--- config.mk ---
export PLATFORM = sky130hd
export DESIGN_NAME = lin_to_log_encoder
export DESIGN_NICKNAME = d
export VERILOG_FILES = /design/src/rtl/lflaf_pkg.sv /design/src/rtl/log2_frac_lut.sv /design/src/rtl/lin_to_log_encoder.sv
export SDC_FILE = /design/constraint.sdc
export NUM_CORES = 1
export LEC_CHECK = 0
export CORE_MARGIN = 2
export CORE_UTILIZATION = 56
export CTS_CLUSTER_DIAMETER = 40
export DETAILED_ROUTE_END_ITERATION = 12
export GPL_TIMING_DRIVEN = 0
export PLACE_DENSITY = 0.74
export SETUP_SLACK_MARGIN = 0.05
export SYNTH_ARGS = -nofsm -noshare
export SYNTH_HDL_FRONTEND = slang
export SYNTH_SLANG_ARGS = --single-unit
export TNS_END_PERCENT = 1
--- constraint.sdc ---
create_clock -name clk -period 11.1 [get_ports clk]
set_input_delay 2.22 -clock clk [delete_from_list [all_inputs] [get_ports clk]]
set_output_delay 2.22 -clock clk [all_outputs]
set_load 0.01 [all_outputs]
--- src/rtl/lflaf_pkg.sv ---
// lflaf_pkg
//   Shared constants for the linear-to-log2 encoder.
//   Q-format constants:
//     FRAC_BITS      fractional bits of the Q4.12 log output
//     INT_OFFSET     MSB index of a full-scale Q1.15 magnitude (log2 of 2^15)
//     LUT_INDEX_BITS table index bits taken from the top of the fraction
//     INTERP_BITS    fraction bits below the index, used for interpolation
//   LOG2_LUT[j] = round(4096 * log2(1 + j/64)), j = 0..64.
package lflaf_pkg;

    localparam int FRAC_BITS      = 12;
    localparam int INT_OFFSET     = 15;
    localparam int LUT_INDEX_BITS = 6;
    localparam int INTERP_BITS    = 8;
    localparam int F_BITS         = LUT_INDEX_BITS + INTERP_BITS;
    localparam int LUT_ENTRIES    = (1 << LUT_INDEX_BITS) + 1;

    // One extra bit so the closing entry (exactly 1.0 = 4096) fits.
    typedef logic [FRAC_BITS:0] lut_entry_t;

    localparam lut_entry_t LOG2_LUT [LUT_ENTRIES] = '{
        13'd0,    13'd92,   13'd182,  13'd271,  13'd358,  13'd445,  13'd530,  13'd613,
        13'd696,  13'd778,  13'd858,  13'd937,  13'd1016, 13'd1093, 13'd1169, 13'd1244,
        13'd1319, 13'd1392, 13'd1465, 13'd1536, 13'd1607, 13'd1677, 13'd1746, 13'd1814,
        13'd1882, 13'd1949, 13'd2015, 13'd2080, 13'd2145, 13'd2208, 13'd2272, 13'd2334,
        13'd2396, 13'd2457, 13'd2518, 13'd2578, 13'd2637, 13'd2696, 13'd2754, 13'd2812,
        13'd2869, 13'd2926, 13'd2982, 13'd3037, 13'd3092, 13'd3146, 13'd3200, 13'd3254,
        13'd3307, 13'd3359, 13'd3412, 13'd3463, 13'd3514, 13'd3565, 13'd3615, 13'd3665,
        13'd3715, 13'd3764, 13'd3812, 13'd3861, 13'd3908, 13'd3956, 13'd4003, 13'd4050,
        13'd4096
    };

endpackage

--- src/rtl/log2_frac_lut.sv ---
// log2_frac_lut
//   Combinational log2 mantissa: for a normalised fraction f (value f/2^14,
//   implied leading one above it) returns frac = 4096*log2(1 + f/2^14)
//   using a 65-entry table with linear interpolation between entries.
// Ports:
//   f     in  [13:0]  fraction field below the leading one
//   frac  out [11:0]  log2 fractional part, Q0.12
module log2_frac_lut
    import lflaf_pkg::*;
(
    input  logic [F_BITS-1:0]    f,
    output logic [FRAC_BITS-1:0] frac
);

    localparam int IDX_W  = LUT_INDEX_BITS + 1;
    localparam int PROD_W = FRAC_BITS + INTERP_BITS + 1;

    logic [IDX_W-1:0]  idx_lo;
    logic [IDX_W-1:0]  idx_hi;
    lut_entry_t        lo;
    lut_entry_t        hi;
    lut_entry_t        step;
    logic [PROD_W-1:0] prod;

    assign idx_lo = {1'b0, f[F_BITS-1 -: LUT_INDEX_BITS]};
    assign idx_hi = idx_lo + IDX_W'(1);
    assign lo     = LOG2_LUT[idx_lo];
    assign hi     = LOG2_LUT[idx_hi];
    // Table is monotonic, so the step is always non-negative.
    assign step   = hi - lo;
    assign prod   = PROD_W'(step) * PROD_W'(f[INTERP_BITS-1:0]);

    // Largest result is 4050 + 45 at the top index, so 12 bits always hold it.
    assign frac = FRAC_BITS'(lo + (FRAC_BITS + 1)'(prod >> INTERP_BITS));

endmodule

--- src/rtl/lin_to_log_encoder.sv ---
// lin_to_log_encoder
//   Three-stage valid/ready pipeline converting a signed Q1.15 sample into
//   sign + log2 magnitude in Q4.12.
//     S1: saturating absolute value, sign capture, zero detect
//     S2: leading-one priority encoder and normalising left shift
//     S3: table/interpolation lookup and output register
// Ports:
//   clk        in   clock, rising edge
//   reset      in   asynchronous active-high reset
//   in_vld     in   data_in valid
//   in_rdy     out  encoder accepts data_in
//   data_in    in   [WIDTH-1:0] signed linear sample
//   out_vld    out  output triple valid
//   out_rdy    in   downstream accepts output triple
//   log_out    out  [LOG_WIDTH-1:0] signed log2(|data_in|/2^15), Q4.12
//   log_sign   out  sign of data_in
//   log_valid  out  0 when the sample was zero (log undefined)
module lin_to_log_encoder
    import lflaf_pkg::*;
#(
    parameter int WIDTH     = 16,
    parameter int LOG_WIDTH = 17
) (
    input  logic                 clk,
    input  logic                 reset,
    input  logic                 in_vld,
    output logic                 in_rdy,
    input  logic [WIDTH-1:0]     data_in,
    output logic                 out_vld,
    input  logic                 out_rdy,
    output logic [LOG_WIDTH-1:0] log_out,
    output logic                 log_sign,
    output logic                 log_valid
);

    localparam int MAG_W = WIDTH - 1;
    localparam int K_W   = $clog2(MAG_W);
    localparam int INT_W = LOG_WIDTH - FRAC_BITS;

    logic v1, v2, v3;
    logic adv1, adv2, adv3;

    logic             sign1, zero1;
    logic [MAG_W-1:0] mag1;
    logic [MAG_W-1:0] mag_in;

    logic              sign2, zero2;
    logic [K_W-1:0]    k2;
    logic [F_BITS-1:0] f2;
    logic [K_W-1:0]    lead_k;
    logic [K_W-1:0]    shamt;
    logic [F_BITS-1:0] f_next;

    logic [FRAC_BITS-1:0] frac;
    logic [INT_W-1:0]     int_part;
    logic [LOG_WIDTH-1:0] log_next;

    // A stage moves when it is empty or the stage after it moves.
    assign adv3    = out_rdy | ~v3;
    assign adv2    = adv3 | ~v2;
    assign adv1    = adv2 | ~v1;
    assign in_rdy  = adv1;
    assign out_vld = v3;

    always_ff @(posedge clk or posedge reset) begin
        if (reset) begin
            v1 <= 1'b0;
            v2 <= 1'b0;
            v3 <= 1'b0;
        end else begin
            if (adv1) v1 <= in_vld;
            if (adv2) v2 <= v1;
            if (adv3) v3 <= v2;
        end
    end

    // The most negative input has no positive twin; clamp to full scale.
    always_comb begin
        mag_in = MAG_W'(data_in);
        if (data_in[WIDTH-1]) begin
            if (data_in[WIDTH-2:0] == '0)
                mag_in = '1;
            else
                mag_in = MAG_W'(-data_in);
        end
    end

    always_ff @(posedge clk or posedge reset) begin
        if (reset) begin
            sign1 <= 1'b0;
            zero1 <= 1'b0;
            mag1  <= '0;
        end else if (adv1) begin
            sign1 <= data_in[WIDTH-1];
            zero1 <= (data_in == '0);
            mag1  <= mag_in;
        end
    end

    // Priority encoder: the highest set bit wins because it is assigned last.
    always_comb begin
        lead_k = '0;
        for (int i = 0; i < MAG_W; i++) begin
            if (mag1[i]) lead_k = K_W'(i);
        end
    end

    // Shift the leading one up to the MSB, keep the bits directly below it.
    assign shamt  = K_W'(MAG_W - 1) - lead_k;
    assign f_next = F_BITS'((mag1 << shamt) >> (MAG_W - 1 - F_BITS));

    always_ff @(posedge clk or posedge reset) begin
        if (reset) begin
            sign2 <= 1'b0;
            zero2 <= 1'b0;
            k2    <= '0;
            f2    <= '0;
        end else if (adv2) begin
            sign2 <= sign1;
            zero2 <= zero1;
            k2    <= lead_k;
            f2    <= f_next;
        end
    end

    log2_frac_lut u_lut (
        .f    (f2),
        .frac (frac)
    );

    // frac < 4096, so (k-15)*4096 + frac is just the integer part
    // concatenated above the fraction, in two's complement.
    assign int_part = INT_W'(k2) - INT_W'(INT_OFFSET);
    assign log_next = zero2 ? '0 : {int_part, frac};

    // Load only when a real sample arrives so idle outputs stay quiet.
    always_ff @(posedge clk or posedge reset) begin
        if (reset) begin
            log_out   <= '0;
            log_sign  <= 1'b0;
            log_valid <= 1'b0;
        end else if (adv3 && v2) begin
            log_out   <= log_next;
            log_sign  <= sign2;
            log_valid <= ~zero2;
        end
    end

endmodule

Fig. 1: run 1, I/O nets highlighted
(3 px per µm)
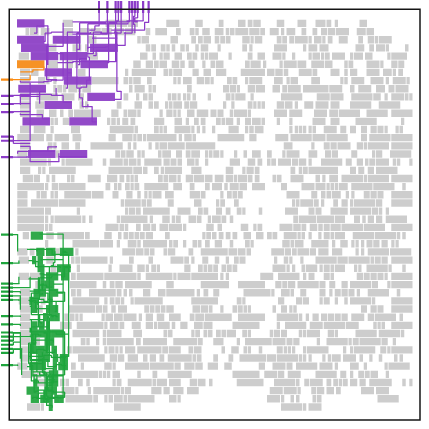
orange -> log_valid  # bits 1, direction output, end cells 1, buffers 1, wire 17.3 µm
green -> data_in  # bits 16, direction input, end cells 58, buffers 19, wire 735 µm
purple -> log_out  # bits 17, direction output, end cells 17, buffers 17, wire 615 µm

Fig. 2: run 1, clock wires, drivers and flops
(3 px per µm)
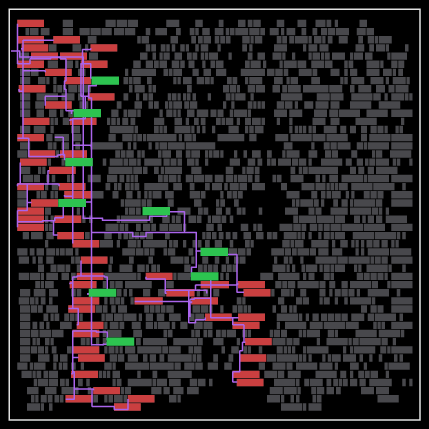
purple -> clock wires  # length 944 µm
red -> flip-flops  # count 59
green -> clock drivers  # count 9
routed clock nets = 10

Fig. 3: run 1, M3 wires
(3 px per µm)
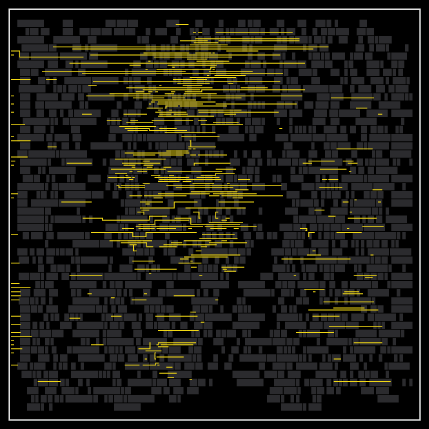
longest straight run = 91.5 µm
nets with wire on the layer = 188
via count: 9687
GR Layer Usage met3: 7.53%
total wire length: 31000 µm

==> ci_impl_report.md, run 1 <==
## Implementation flow summary

| Metric | Value |
|---|---|
| Die width | `136 µm` |
| Seq area share | `13.2%` |
| Core Area | `17200 µm²` |
| Tcrit/Tclk final | `95.5%` |
| CTS tree | `built` |
| Clk slew on worst S/H paths | `0.05 ns` |
| Post-route cell area | `11200 µm²` |
| # IOs | `41` |
| Most common cell in the netlist | `nand2_1` |
| Final Skew | `0.00900 ns` |
| Met2 WL | `14200 µm` |
| Synth Warn # | `0` |
| Crit-path max FO | `10` |
| Slew @ Worst Pin | `1.10 ns` |
| XORs/XNORs by Area | `3.89%` |
| Max capacitance violation total | `0` |
| Share of cells above drive strength 1 | `10.1%` |
| Max-area cell class | `logic gates` |
| Top Metal Used | `met4` |
| Vias in the first global route | `9110` |
| Placed Instances | `1517` |
| Initial drt markers | `893` |
| Synth cell types | `76` |
| Max-slew headroom at the worst pin | `26.2%` |
| First-pass GRT wire length | `49100 µm` |
| Port bufs | `40` |
| Non-clk buf share | `8.00%` |
| Met3 WL post-DR | `2770 µm` |
| Startpoint class of the critical path | `register` |
| Post-DP HPWL | `24100 µm` |
| Mapped Cells | `1251` |
| Cell accounting for the most synthesized area | `dfrtp_1` |
| Post-Route Utilization | `64.9%` |
| Top cells by count | `141 x nand2_1, 114 x inv_1, 101 x nor2_1, 88 x a21oi_1, 82 x o21ai_0` |
| Area Growth Syn to Fin | `13.9%` |
| Post-DRT Antenna Nets | `0` |
| Met2 usage | `55.0%` |
| Post-synth EDFFs | `0` |
| Critical Path Slowest Stage Cell | `nor2_1` |
| CTS Buffer Depth | `2` |
| Flip-flops | `59` |
| Setup Fix Bufs, Post-CTS | `3` |
| CP Capture Type | `register` |
| Sequential cell area | `1480 µm²` |
| Root buffer cell | `clkbuf_16` |
| Die height | `136 µm` |
| WL/cell | `20.1 µm` |
| Detailed Routing Iterations Pass 1 | `5` |
| Final slew viol count | `0` |
| Global route hottest layer | `met2` |
| Metal-1 WL | `12600 µm` |
| Data arrival, critical path | `10.83 ns` |
| Log Warnings | `40` |
| Filler cell count | `1549` |
| Inverter count | `118` |
| Worst path max stage delay | `0.65 ns` |
| Buf/Inv on CP | `6` |
| Initial Util | `57.0%` |
| Clock buf count | `11` |
| Flip-flop and latch count after synthesis | `59` |
| GRT Total Usage | `34.0%` |
| CP required | `11.33 ns` |
| Final Instance Count excl. Fillers | `1544` |
| Combinational share of cell area | `69.2%` |
| Mean Syn Cell Area | `7.85 µm²` |
| GR Util met1 | `43.8%` |
| Diode count | `0` |
| N_taps | `225` |
| Number of buffers created by CTS | `9` |
| Gp weighted congestion | `1.06` |
| Non-clk bufs | `135` |
| Logic area | `7740 µm²` |
| Async SR Flop Fraction | `100%` |
| Vias per inst | `6.27` |
| Main flop type | `dfrtp_1` |
| CTS Sinks | `59` |
| Hold Crit Class | `register to register` |
| Setup CP Type | `register to register` |
| Yosys cell count | `1251` |
| DRC violations left | `0` |
| Share of the synthesized area in the top cell type | `15.0%` |
| Comb gates | `991` |
| RSZ-0062 raised after global routing | `false` |
| Max H-tree Level | `3` |
| # setup viols final | `0` |
| Final Net Count | `1480` |
| Cell area leaders | `dfrtp_1 15%, fa_1 13%, ha_1 10%, nand2_1 5.4%, a21oi_1 4.5%` |
| FMAX | `94.3 MHz` |
| Adder Area Share | `23.7%` |
| # hold bufs at CTS | `0` |
| Yosys Chip Area | `9820 µm²` |
| Clock-cell share of area | `2.93%` |
| Final hold violations | `0` |
| Post-cts resize count | `23` |
| Simple Share, Synth | `20.4%` |
| MUX share of area | `6.86%` |
| Status | `completed` |
| Worst skew pair latency | `0.33 ns` |
| Std cell rows | `48` |
| Global route overflow | `0` |
| Syn_nets | `1417` |
| Largest logic family | `adder cells` |
| CP delay by family, top | `AND-OR/OR-AND gates` |
| Dpl cell area | `10500 µm²` |
| Mapped Area | `9820 µm²` |
| Seq share, synth | `15.0%` |
## run 1: final timing paths
kind	startpoint	to	slack [ns]	cells after the start
max in group asynchronous	reset	f2[10]	8.35	3
worst min register to register	v1	v2	0.46	1
min in group asynchronous	reset	log_out[8]	2.18	2
worst max-delay path	f2[8]	log_out[11]	0.50	43
worst max register to register	f2[8]	log_out[11]	0.50	43
worst min-delay path	v1	v2	0.46	1
## run 1: flip-flops by register name (all words and copies together) (netlist names)
register   count
sign1          1
log_out       17
v2             1
log_valid      1
zero2          1
v1             1
f2            14
mag1          15
zero1          1
log_sign       1
out_vld        1
sign2          1
k2             4
## run 1: through the flow
| step | TNS, ns | setup slack [ns] |
|---|---|---|
| final | 0 | 0.496 |
| after global routing | 0 | 0.0166 |
| after CTS | 0 | 0.0833 |
| after detailed placement | -2.85 | -1.29 |
| after global placement | -2.88 | -1.24 |
| after floorplan | 0 | 1.03 |
## run 1: layout by cell type (no fill, tap or decap), types with 16 or more instances in the layout
cell type | Yosys | final
nor2b_1 | 16 | 16
a211oi_1 | 24 | 23
xnor2_1 | 32 | 25
clkdlybuf4s50_1 | 0 | 40
dfrtp_1 | 59 | 56
nand2b_1 | 25 | 25
clkbuf_1 | 66 | 47
ha_1 | 80 | 76
nand2_1 | 141 | 140
o211ai_1 | 17 | 17
inv_1 | 114 | 111
nand3_1 | 17 | 17
fa_1 | 66 | 66
nor2_1 | 101 | 99
o21ai_0 | 82 | 80
mux2i_1 | 20 | 20
and2_1 | 67 | 67
nor3_1 | 27 | 25
a21oi_1 | 88 | 87
==> run 1 -> run 2 <==
Settings changed: GPL_TIMING_DRIVEN 0 to 1.
Fig. 4: run 2, cell classes on the final placement
(2 px per µm)
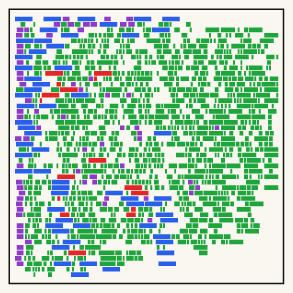
red -> clock drivers and dummy loads  # cells 16, share of their area 2.7%
green -> combinational and other logic  # cells 1108, share of their area 77%
blue -> sequential cells  # cells 59, share of their area 14%
purple -> remaining buffers and delay cells  # cells 68, share of their area 5.9%
Seq area share: 13.7%
Core Area: 17200 µm²
Post-Route Utilization: 62.5%

==> ci_impl_report.md, run 2 <==
## Implementation flow summary

| Metric | Value |
|---|---|
| Status | `completed` |
| Worst hold slack | `0.476 ns` |
| Critical Path Slowest Stage Cell | `fa_1` |
| Crit path time final | `10.46 ns` |
| Final hold violations | `0` |
| TNS Setup | `0 ns` |
| Mapped Cells | `1251` |
| Mapped Area | `9820 µm²` |
| Post-DP HPWL | `20500 µm` |
| Synth cell types | `76` |
| RSZ-0062 raised after global routing | `false` |
| Area Growth Syn to Fin | `9.76%` |
| Share of cells above drive strength 1 | `8.55%` |
| Synth Warn # | `0` |
| Max FFs per register | `17` |
| Place WS | `0.413 ns` |
| CTS tree | `built` |
| Top Layout Cells | `140 x nand2_1, 110 x inv_1, 101 x nor2_1` |
| Yosys Chip Area | `9820 µm²` |
| Worst path max stage delay | `0.55 ns` |
| Filler cell count | `1514` |
| Max H-tree Level | `3` |
| Seq share, synth | `15.0%` |
| Final Skew | `0.0175 ns` |
| Root buffer cell | `clkbuf_16` |
| WHS Path Cells | `1` |
| Die height | `136 µm` |
| Max-slew headroom at the worst pin | `29.4%` |
| Max capacitance violation total | `0` |
| Largest Register | `log_out` |
| Post-DRT Antenna Nets | `0` |
| GRT Total Usage | `30.3%` |
| CTS Buffer Depth | `2` |
| Async SR Flop Fraction | `100%` |
| Post-route cell area | `10800 µm²` |
| Initial drt markers | `963` |
| Flip-flop and latch count after synthesis | `59` |
| Top cells by count | `141 x nand2_1, 114 x inv_1, 101 x nor2_1, 88 x a21oi_1, 82 x o21ai_0` |
| Hold path start | `v1` |
| FMAX | `95.6 MHz` |
| FF-to-FF path depth | `41` |
| CTS Sinks | `59` |
| Reg2Reg Launch Point | `f2[9]` |
| Gp weighted congestion | `0.948` |
| Mean Syn Cell Area | `7.85 µm²` |
| Dpl cell area | `10400 µm²` |
| Critical Path Sink | `log_out[11]` |
| RR Endpoint | `log_out[11]` |
| R2r setup slk | `0.64 ns` |
| Log Warnings | `40` |
| Vias in the first global route | `8557` |
| Worst skew pair latency | `0.34 ns` |
| Setup WS post-layout | `0.641 ns` |
| # setup viols final | `0` |
| Syn_nets | `1417` |
| Port bufs | `40` |
| Main flop type | `dfrtp_1` |
| Vias per inst | `6.20` |
| Global route overflow | `0` |
| Worst Setup SP | `f2[9]` |
| Share of the synthesized area in the top cell type | `15.0%` |
| Cell accounting for the most synthesized area | `dfrtp_1` |
| Chip area | `18600 µm²` |
| DRC violations left | `0` |
| Tcrit/Tclk final | `94.2%` |
| # IOs | `41` |
| Die width | `136 µm` |
| Startpoint class of the critical path | `register` |
| Final Net Count | `1412` |
| Setup CP Type | `register to register` |
| Number of buffers created by CTS | `9` |
| Hold Crit Class | `register to register` |
| First-pass GRT wire length | `44400 µm` |
| CP Capture Type | `register` |
| CP required | `11.34 ns` |
| Final Instance Count excl. Fillers | `1476` |
| Final slew viol count | `0` |
| Diode count | `0` |
| Std cell rows | `48` |
| Initial Util | `57.0%` |
| Most instantiated logic cell after routing | `nand2_1` |
| Most common cell in the netlist | `nand2_1` |
| Post-synth EDFFs | `0` |
| Yosys cell count | `1251` |
| Total wire length | `27400 µm` |
| Via count | `9153` |
| Slew @ Worst Pin | `1.06 ns` |
| # hold bufs at CTS | `0` |
| Largest regs | `log_out (17), mag1 (15), f2 (14)` |
| Antenna violations before repair | `0` |
| Clk slew on worst S/H paths | `0.06 ns` |
| Crit-path max FO | `25` |
| Largest net degree at the start of global routing | `60` |
| WL/cell | `18.6 µm` |
| Placed Instances | `1459` |
| Data arrival, critical path | `10.70 ns` |
| Detailed Routing Iterations Pass 1 | `5` |
| Worst Hold End | `v2` |
| Cell area leaders | `dfrtp_1 15%, fa_1 13%, ha_1 10%, nand2_1 5.4%, a21oi_1 4.5%` |
-- run 2: cell types whose count changed in the layout (fill, tap and decap cells not counted), sizes merged --
cell,before,now
clkbuf,75,12
buf,31,28
bufinv,2,0
-- run 2: cell type report --
type	count	area, µm²	area share (%)
Timing Repair Buffer	68	614	5.70
Multi-Input combinational cell	991	7670	71.2
Sequential cell	59	1480	13.7
Clock inverter	4	25.0	0.232
Inverter	117	447	4.15
Clock buffer	12	256	2.38
Tap cell	225	282	2.61
-- run 2: worst max-delay path, delay by kind of cell, from the launching register on --
kind	cells	cell delay, ns
AND-OR/OR-AND	17	3.44
adder cells (fa/ha/maj)	8	3.36
buffers and inverters	6	1.01
XOR/XNOR	3	0.88
multiplexers	1	0.36
AND/OR/NAND/NOR	6	0.95
flip-flops	1	0.36
-- run 2: layer usage --
| layer | vias to the layer above | global-route usage (%) | part of all wire [%] | routed length, µm |
|---|---|---|---|---|
| met2 | 422 | 49.4 | 47 | 12900 |
| met5 | - | 0 | 0 | 0 |
| met4 | 0 | 12.5 | 3.9 | 1070 |
| met3 | 82 | 4.88 | 7.5 | 2060 |
| met1 | 4339 | 40.1 | 42 | 11500 |
| li1 | 4310 | - | - | - |
-- run 2: repair_timing --
action	4_1_cts	5_1_grt
resized	0	20
endpoints found under the setup margin	0	3
setup buffers	0	1
-- run 2: logic make-up after synthesis --
logic type      share of synthesized area, %
fa+ha+maj                               23.7
buf+inv                                 7.91
compound gates                          22.3
xor+xnor                                3.89
flops                                   15.0
simple gates                            20.4
mux                                     6.86
